<file path="src/rtl/clkdiv_pkg.sv">
// Purpose : shared types and defaults for the multi-channel clock divider.
// Latency : n/a (package only).
// Backpressure: n/a; free-running dividers have no flow control.
package clkdiv_pkg;

   // Per-channel FSM encoding.
   localparam logic CLKDIV_ST_IDLE = 1'b0;
   localparam logic CLKDIV_ST_RUN  = 1'b1;

   // Default build dimensions.
   localparam int CLKDIV_WIDTH    = 32;
   localparam int CLKDIV_CHANNELS = 4;

   typedef enum logic {
      ST_IDLE = CLKDIV_ST_IDLE,
      ST_RUN  = CLKDIV_ST_RUN
   } clkdiv_state_t;

endpackage

</file>
<file path="src/rtl/clkdiv_channel.sv">
// Purpose : one divider channel; counter, shadow half-period register and IDLE/RUN FSM.
// Latency : clk_div first rises num cycles after entering RUN, then toggles every act_num cycles.
// Backpressure: none; en low or sync restarts the channel immediately.
//
// Ports: clk, rst (sync, active-high), en (run enable), sync (phase-align restart),
//        num (half-period in clk cycles), clk_div (divided clock, registered),
//        tick (1-cycle pulse on the clk_div 0->1 edge; present only with CLKDIV_TICK_EN).
module clkdiv_channel
   import clkdiv_pkg::*;
#(
   parameter int WIDTH = CLKDIV_WIDTH
)
(
   input  logic             clk,
   input  logic             rst,
   input  logic             en,
   input  logic             sync,
   input  logic [WIDTH-1:0] num,
   output logic             clk_div
`ifdef CLKDIV_TICK_EN
   ,
   output logic             tick
`endif
);

   clkdiv_state_t    state_q, state_d;
   logic [WIDTH-1:0] cnt_q, cnt_d;
   logic [WIDTH-1:0] act_q, act_d;
   logic             clk_div_d;
   logic             num_nz;
   logic             last;

   assign num_nz = (num != '0);
   // act_q is never 0 in RUN, so act_q-1 cannot wrap and even the maximum
   // half-period compares without a wider counter.
   assign last   = (cnt_q == (act_q - WIDTH'(1)));

   always_comb begin
      state_d   = state_q;
      cnt_d     = cnt_q;
      act_d     = act_q;
      clk_div_d = clk_div;

      if (sync) begin
         // Common restart: every channel goes low with a cleared counter so
         // channels with equal num produce coincident edges afterwards.
         cnt_d     = '0;
         clk_div_d = 1'b0;
         if (en && num_nz) begin
            act_d   = num;
            state_d = ST_RUN;
         end else begin
            state_d = ST_IDLE;
         end
      end else if (!en) begin
         state_d   = ST_IDLE;
         cnt_d     = '0;
         clk_div_d = 1'b0;
      end else begin
         case (state_q)
            ST_IDLE: begin
               cnt_d     = '0;
               clk_div_d = 1'b0;
               if (num_nz) begin
                  act_d   = num;
                  state_d = ST_RUN;
               end
            end
            ST_RUN: begin
               if (last) begin
                  // Period boundary: the only place num is taken, so a
                  // half-period in flight is never shortened.
                  cnt_d = '0;
                  act_d = num;
                  if (num_nz) begin
                     clk_div_d = ~clk_div;
                  end else begin
                     state_d   = ST_IDLE;
                     clk_div_d = 1'b0;
                  end
               end else begin
                  cnt_d = cnt_q + WIDTH'(1);
               end
            end
            default: state_d = ST_IDLE;
         endcase
      end
   end

   always_ff @(posedge clk) begin
      if (rst) begin
         state_q <= ST_IDLE;
         cnt_q   <= '0;
         act_q   <= '0;
         clk_div <= 1'b0;
      end else begin
         state_q <= state_d;
         cnt_q   <= cnt_d;
         act_q   <= act_d;
         clk_div <= clk_div_d;
      end
   end

`ifdef CLKDIV_TICK_EN
   // Derived from the next clk_div value, so sync / en-low / num==0 paths
   // (which all force clk_div_d low) can never emit a tick.
   always_ff @(posedge clk) begin
      if (rst) begin
         tick <= 1'b0;
      end else begin
         tick <= clk_div_d & ~clk_div;
      end
   end
`endif

endmodule

</file>
<file path="src/rtl/multi_clock_divider.sv">
// Purpose : CHANNELS independent clock dividers sharing clk, rst and a phase-align sync.
// Latency : all outputs registered; channel i first rises num_i cycles after entering RUN.
// Backpressure: none; channels free-run while enabled.
//
// Ports: clk, rst (sync, active-high), en[CHANNELS], sync (1-cycle restart pulse),
//        num[CHANNELS*WIDTH] (channel i = num[i*WIDTH +: WIDTH]), clk_div[CHANNELS],
//        tick[CHANNELS] (only when the CLKDIV_TICK_EN macro is defined).
module multi_clock_divider
   import clkdiv_pkg::*;
#(
   parameter int CHANNELS = CLKDIV_CHANNELS,
   parameter int WIDTH    = CLKDIV_WIDTH
)
(
   input  logic                      clk,
   input  logic                      rst,
   input  logic [CHANNELS-1:0]       en,
   input  logic                      sync,
   input  logic [CHANNELS*WIDTH-1:0] num,
   output logic [CHANNELS-1:0]       clk_div
`ifdef CLKDIV_TICK_EN
   ,
   output logic [CHANNELS-1:0]       tick
`endif
);

   for (genvar i = 0; i < CHANNELS; i++) begin : g_ch
      clkdiv_channel #(
         .WIDTH (WIDTH)
      ) u_ch (
         .clk     (clk),
         .rst     (rst),
         .en      (en[i]),
         .sync    (sync),
         .num     (num[i*WIDTH +: WIDTH]),
         .clk_div (clk_div[i])
`ifdef CLKDIV_TICK_EN
         ,
         .tick    (tick[i])
`endif
      );
   end

endmodule
</file>
<file path="config.mk">
export PLATFORM = sky130hd
export DESIGN_NAME = multi_clock_divider
export DESIGN_NICKNAME = d
export VERILOG_FILES = /design/src/rtl/clkdiv_pkg.sv /design/src/rtl/clkdiv_channel.sv /design/src/rtl/multi_clock_divider.sv
export SDC_FILE = /design/constraint.sdc
export NUM_CORES = 1
export LEC_CHECK = 0
export CORE_UTILIZATION = 30
export CTS_CLUSTER_SIZE = 28
export DETAILED_ROUTE_END_ITERATION = 7
export PLACE_DENSITY = 0.46
export SETUP_SLACK_MARGIN = 0.4
export SYNTH_ARGS = -nofsm -noshare
export SYNTH_HDL_FRONTEND = slang
export SYNTH_SLANG_ARGS = --single-unit
</file>
<file path="constraint.sdc">
create_clock -name clk -period 4.3 [get_ports clk]
set_input_delay 1.075 -clock clk [delete_from_list [all_inputs] [get_ports clk]]
set_output_delay 1.075 -clock clk [all_outputs]
set_load 0.01 [all_outputs]
</file>
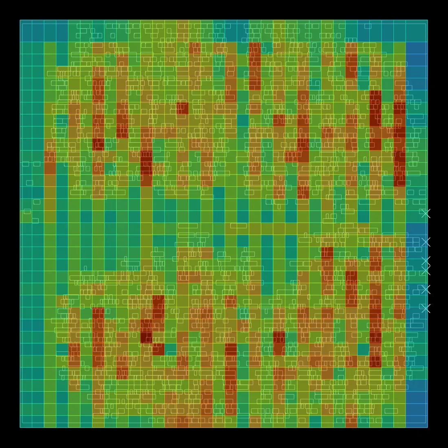
**Above:** congestion heat map.
Overall Global Routing Usage: 16.6%
routing layer with the top usage in global route: met2
average wire per cell in the routed design: 16.5 um
core occupancy in the finished layout: 36.8%

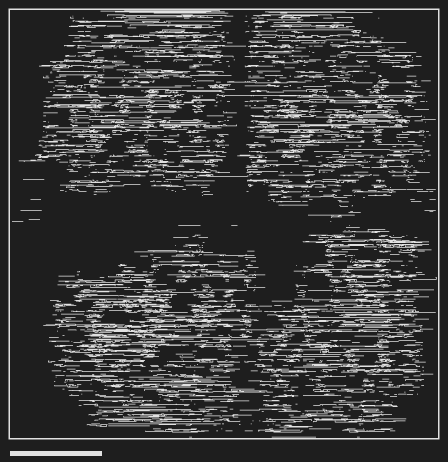
**Above:** metal 1.
The bar under the picture is 50 um long.
The layer holds 47% of the routed length. The layer carries 21.2 mm of wire. 2,068 nets have wire on it. The wires run mostly horizontal. The longest straight run is 61.2 um.

==> summary.txt <==
Results of the flow run.

Leaving out the clock tree, the finished layout contains an inverter count of 28. The area growth from synthesis to layout is 20.9%. Signal routing reaches up to met4. The worst path uses 86.8% of the clock period. The sum of routed wire length over all layers stands at 45,300 um. Yosys mapped the design onto 87 distinct sky130hd cell types. Per the hold report, the tightest min-delay path originates at g_ch[0].u_ch.cnt_q[0]$_SDFF_PP0_. The placed wire-length estimate after detailed placement stands at 34,600 um. Pin placement for this block handled 139 I/O pins.

The worst hold path belongs to the class flop to flop. The first global-routing pass estimated 72,800 um of wire. Counting endpoints that fail hold in the final report gives 0. The horizontal die dimension reported for this design is 233 um. For this run, design rule violations remaining after detail routing come to 12. The path with the worst hold slack has its endpoint at g_ch[0].u_ch.cnt_q[0]$_SDFF_PP0_. The run finished, with violations left.

Ranked by total area, the top cell class in this layout is multi-input combinational cells. Nets still carrying antenna violations after routing amount to 0. The final reports fail on design-rule violations. The analysis reports a worst IR drop on VDD of 0.248 mV. The worst slew slack as a fraction of its limit stands at 45.2%.

The final setup slack of the worst path stands at 0.567 ns. Of the total synthesized cell area, the portion taken by XOR and XNOR cells is 15.2%. The area fraction in compound gates after synthesis stands at 7.76%.
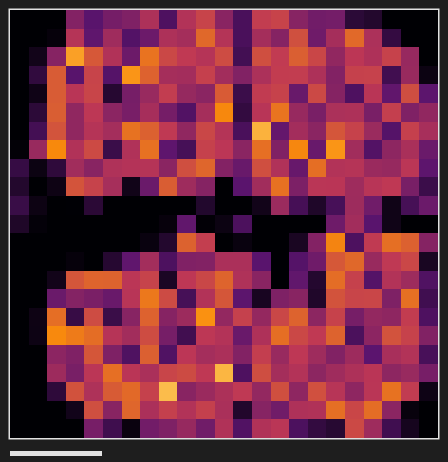
**Above:** local utilization.
The bar under the picture is 50 um long. 23 x 23 tiles, from black (low) to pale yellow (high), 0 to 100% covered.
16% of the tiles are nearly empty. 1.3% of the tiles are over 75% full. The emptiest ninth of the die: middle left. The fullest tile reaches 86%. The mean over all tiles is 34%.

[timing repair]
| action | 4_1_cts | 5_1_grt |
|---|---|---|
| endpoints found under the setup margin | 63 | 245 |
| pin swaps | 0 | 4 |
| gates resized | 1 | 19 |
| setup buffers | 0 | 5 |
| cloned | 0 | 2 |
[synthesized netlist by cell type (24+ instances only)]
master / count / share of area (%)
sky130_fd_sc_hd__nor2_1: 286 / 6.7
sky130_fd_sc_hd__dfxtp_1: 264 / 33
sky130_fd_sc_hd__xor2_1: 145 / 7.9
sky130_fd_sc_hd__nand2b_1: 139 / 5.4
sky130_fd_sc_hd__mux2i_1: 137 / 8.5
sky130_fd_sc_hd__xnor2_1: 133 / 7.3
sky130_fd_sc_hd__nand2_1: 87 / 2.0
sky130_fd_sc_hd__nand3_1: 86 / 2.7
sky130_fd_sc_hd__nor4_1: 71 / 2.8
sky130_fd_sc_hd__clkbuf_1: 62 / 1.4
sky130_fd_sc_hd__nand4_1: 51 / 2.0
sky130_fd_sc_hd__nor3_1: 49 / 1.5
sky130_fd_sc_hd__and3_1: 37 / 1.4
sky130_fd_sc_hd__inv_1: 28 / 0.65
sky130_fd_sc_hd__or3_1: 25 / 0.97
sky130_fd_sc_hd__o21ai_0: 24 / 0.75
[stage by stage]
stage                     area [sq um]  hold WS (ns)  std cells  power (uW)
after floorplan                  16100         0.446       1921        3400
after global placement           18100         0.472       2683        3760
after detailed placement         18100         0.475       2683        3770
after CTS                        19200         0.485       2740        6840
after global routing             19400         0.500       2747        7060
final                            19400         0.484       2747        6740
[power breakdown]
group	internal [uW]	total [uW]	switching [uW]	leakage (uW)
logic	528	1080	549	0.00422
clock network	1890	2990	1100	0.000575
registers	2530	2670	142	0.00215
total	4940	6740	1790	0.00694
Power and IR drop assume default switching activity.
